==> src/rtl/seq_restoring_divider.sv <==
// Sequential radix-2 restoring divider for unsigned operands.
// The start/busy/done handshake works like this. start is sampled only at an
// edge where busy=0, which means the IDLE or DONE state. The operands are
// captured at that same edge. busy stays high for the WIDTH iterations. done
// pulses for one cycle when quotient/remainder/div_by_zero are updated.
// Starts that arrive while busy are dropped.
// A zero divisor skips the iterations and reports in the next cycle.
module seq_restoring_divider #(
  parameter int WIDTH = 8
) (
  input  logic             clk,
  input  logic             rst_n,
  input  logic             start,
  input  logic [WIDTH-1:0] dividend,
  input  logic [WIDTH-1:0] divisor,
  output logic             busy,
  output logic             done,
  output logic [WIDTH-1:0] quotient,
  output logic [WIDTH-1:0] remainder,
  output logic             div_by_zero
);

  localparam int CW = $clog2(WIDTH) + 1;

  typedef enum logic [1:0] {
    IDLE = 2'd0,
    RUN  = 2'd1,
    DONE = 2'd2
  } state_t;

  state_t           state;
  state_t           state_next;
  logic [WIDTH-1:0] q_acc;
  logic [WIDTH-1:0] r_acc;
  logic [WIDTH-1:0] dvs;
  logic [CW-1:0]    count;

  logic [WIDTH:0]   r_shift;
  logic [WIDTH:0]   trial;
  logic [WIDTH-1:0] q_next;
  logic [WIDTH-1:0] r_next;
  logic             last_iter;
  logic             accept;

  // One iteration step. The partial remainder is widened by one bit so that
  // 2R+1 cannot overflow. The borrow (trial MSB) decides between keeping the
  // shifted remainder (restore) and taking the difference.
  always_comb begin
    r_shift   = {r_acc, q_acc[WIDTH-1]};
    trial     = r_shift - {1'b0, dvs};
    q_next    = {q_acc[WIDTH-2:0], ~trial[WIDTH]};
    r_next    = trial[WIDTH] ? r_shift[WIDTH-1:0] : trial[WIDTH-1:0];
    last_iter = (count == CW'(WIDTH - 1));
    accept    = start && (state != RUN);
  end

  // Next-state logic. DONE accepts a new start just as IDLE does, which gives
  // back-to-back throughput.
  always_comb begin
    state_next = state;
    case (state)
      IDLE, DONE: begin
        if (accept) state_next = (divisor == '0) ? DONE : RUN;
        else        state_next = IDLE;
      end
      RUN:     if (last_iter) state_next = DONE;
      default: state_next = IDLE;
    endcase
  end

  // State register. An asynchronous reset aborts any division in flight.
  always_ff @(posedge clk or negedge rst_n) begin
    if (!rst_n) state <= IDLE;
    else        state <= state_next;
  end

  // Datapath. The working registers iterate during RUN. The result registers
  // change only at DONE entry.
  always_ff @(posedge clk or negedge rst_n) begin
    if (!rst_n) begin
      q_acc       <= '0;
      r_acc       <= '0;
      dvs         <= '0;
      count       <= '0;
      quotient    <= '0;
      remainder   <= '0;
      div_by_zero <= 1'b0;
    end else if (accept) begin
      if (divisor == '0) begin
        quotient    <= '1;
        remainder   <= dividend;
        div_by_zero <= 1'b1;
      end else begin
        dvs   <= divisor;
        q_acc <= dividend;
        r_acc <= '0;
        count <= '0;
      end
    end else if (state == RUN) begin
      q_acc <= q_next;
      r_acc <= r_next;
      count <= count + 1'b1;
      if (last_iter) begin
        quotient    <= q_next;
        remainder   <= r_next;
        div_by_zero <= 1'b0;
      end
    end
  end

  // Status outputs decode the registered state only, so there is no path
  // from the inputs to the outputs.
  assign busy = (state == RUN);
  assign done = (state == DONE);

endmodule

==> config.mk <==
export PLATFORM = sky130hd
export DESIGN_NAME = seq_restoring_divider
export DESIGN_NICKNAME = d
export VERILOG_FILES = /design/src/rtl/seq_restoring_divider.sv
export SDC_FILE = /design/constraint.sdc
export NUM_CORES = 1
export LEC_CHECK = 0
export ABC_AREA = 1
export CORE_MARGIN = 10
export CORE_UTILIZATION = 59
export DETAILED_ROUTE_END_ITERATION = 12
export PLACE_DENSITY = 0.86
export SLEW_MARGIN = 20
export SYNTH_ARGS = -nofsm -noshare
export SYNTH_HDL_FRONTEND = slang
export SYNTH_SLANG_ARGS = --single-unit
export TNS_END_PERCENT = 5
==> constraint.sdc <==
create_clock -name clk -period 2.93 [get_ports clk]
set_input_delay 0.586 -clock clk [delete_from_list [all_inputs] [get_ports clk]]
set_output_delay 0.586 -clock clk [all_outputs]
set_load 0.005 [all_outputs]
Figure 1. Cells colored by class.
Scale: 4 px per µm. Fill, decap, tap and diode cells in gray.
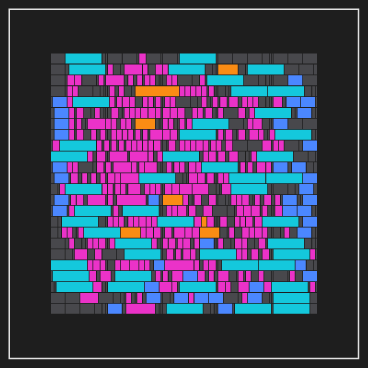
| color | class | cells | share of their area |
|---|---|---|---|
| orange | clock drivers and dummy loads | 7 | 3.3% |
| cyan | flip-flops | 47 | 38% |
| blue | other buffers and delay cells | 39 | 12% |
| magenta | all other logic | 294 | 46% |
Core Region: 4350 µm²
Final Core Density: 72.2%
row count: 24
flop share of the area: 37.4%

==> ci_impl_report.md <==
### Yosys + OpenROAD results

| Metric | Value |
|---|---|
| Outcome | `finished clean` |
| Crit. Startpoint | `q_acc[7]` |
| Die Ht | `86.9 µm` |
| Dpl hpwl | `4.41 mm` |
| Ys cells | `350` |
| Post-CTS Resized | `0` |
| Max Root-Sink Buffers | `2` |
| H-tree levels | `2` |
| Commonest Layout Cell | `nand2_1` |
| Mapped cell area | `2640 µm²` |
| Total track usage | `16.3%` |
| Syn Area/Cell | `7.55 µm²` |
| R2R setup slack | `0.68 ns` |
| Slowest-stage cell, CP | `fa_1` |
| CP Capture Type | `flip-flop` |
| Cts hold-fix bufs | `0` |
| Buffers on Ports | `37` |
| Vias in the first global route | `2272` |
| R2r endpoint | `remainder[0]` |
| EDFF count, synth | `0` |
| Reg area | `1180 µm²` |
| Clock Skew | `0.00386 ns` |
| Routing usage on met3 | `3.46%` |
| Max-cap violation count | `0` |
| CP Max Fanout | `9` |
| Num CTS Buffers | `5` |
| WL met2 | `2.70 mm` |
| Crit path cell chain | `inv_1, ha_1, inv_1, fa_1, nand2_1, nand2_1, nand3_1, nand2_1, nand2_1, nand2_1, nand3_1, nand3_1, nand2_1, inv_1` |
| Reg2reg start | `q_acc[7]` |
| Met1 Wirelength | `2.63 mm` |
| Synth-to-layout area growth | `19.0%` |
| CTS tree | `done` |
| Fin. max-slew vios | `0` |
| Critical path data required time | `3.14 ns` |
| Unique cell type count in the Yosys netlist | `32` |
| Post-layout period usage | `76.9%` |
| Reg2reg path depth | `14` |
| Tool warnings | `26` |
| First-pass detailed-route iteration total | `4` |
| Peak Freq | `0.444 GHz` |
Figure 2. Signal wires on met2.
Scale: 4 px per µm.
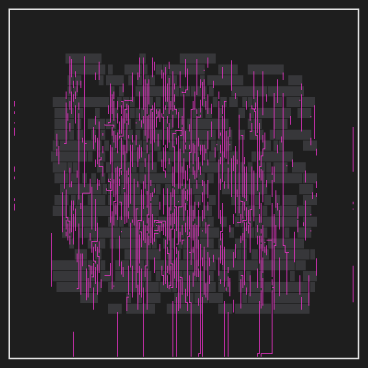
share of all routed wire: 46%
longest straight run: 38.1 µm
nets with wire on the layer: 338
routing usage on met2: 26.0%
WL final: 5.83 mm
vias: 2340

-- logic make-up (layout without fill, tap and decap cells) --
group	Yosys count	after routing	share of synthesized area [%]
simple gates	178	178	29.5
buf+inv	62	99	9.47
compound gates	50	50	10.5
flops	47	47	44.5
fa+ha+maj	10	10	5.02
xor+xnor	3	3	0.994
-- registers in the layout, summed over array words and instances (netlist names) --
name         flops
count            4
div_by_zero      1
dvs              8
q_acc            8
quotient         8
r_acc            8
remainder        8
state            2
-- power breakdown --
group          internal [mW]  switching [mW]
Clock                  0.250           0.210
Sequential             0.936           0.153
Combinational          0.846            1.23
-- metrics by stage --
step / power [mW] / utilization, % / std cells / worst slack [ns] / hold slack, ns
after floorplan: 2.55 / - / 350 / 1.02 / 0.290
after global placement: 3.08 / 69.8 / 432 / 0.558 / 0.465
after detailed placement: 3.15 / 69.8 / 432 / 0.497 / 0.475
after CTS: 3.64 / 72.2 / 439 / 0.704 / 0.490
after global routing: 4.03 / 72.2 / 439 / 0.422 / 0.325
final: 3.63 / 72.2 / 439 / 0.676 / 0.280
-- final cells by class --
type,instances,area share (%)
well taps,52,2.07
clock inverters,1,0.955
flip-flops and latches,47,37.4
multi-input cells,241,38.7
inverters,53,6.40
repair buffers,39,12.2
clock buffers,6,2.31
-- worst reg2reg max path: stages (launching register included) --
cell and delay [ns]:
dfrtp_1 0.39, inv_1 0.09, ha_1 0.14, inv_1 0.07
fa_1 0.41, nand2_1 0.09, nand2_1 0.09, nand3_1 0.15
nand2_1 0.09, nand2_1 0.07, nand2_1 0.19, nand3_1 0.19
nand3_1 0.10, nand2_1 0.07, inv_1 0.04
Power is estimated from default activity; no workload was simulated.
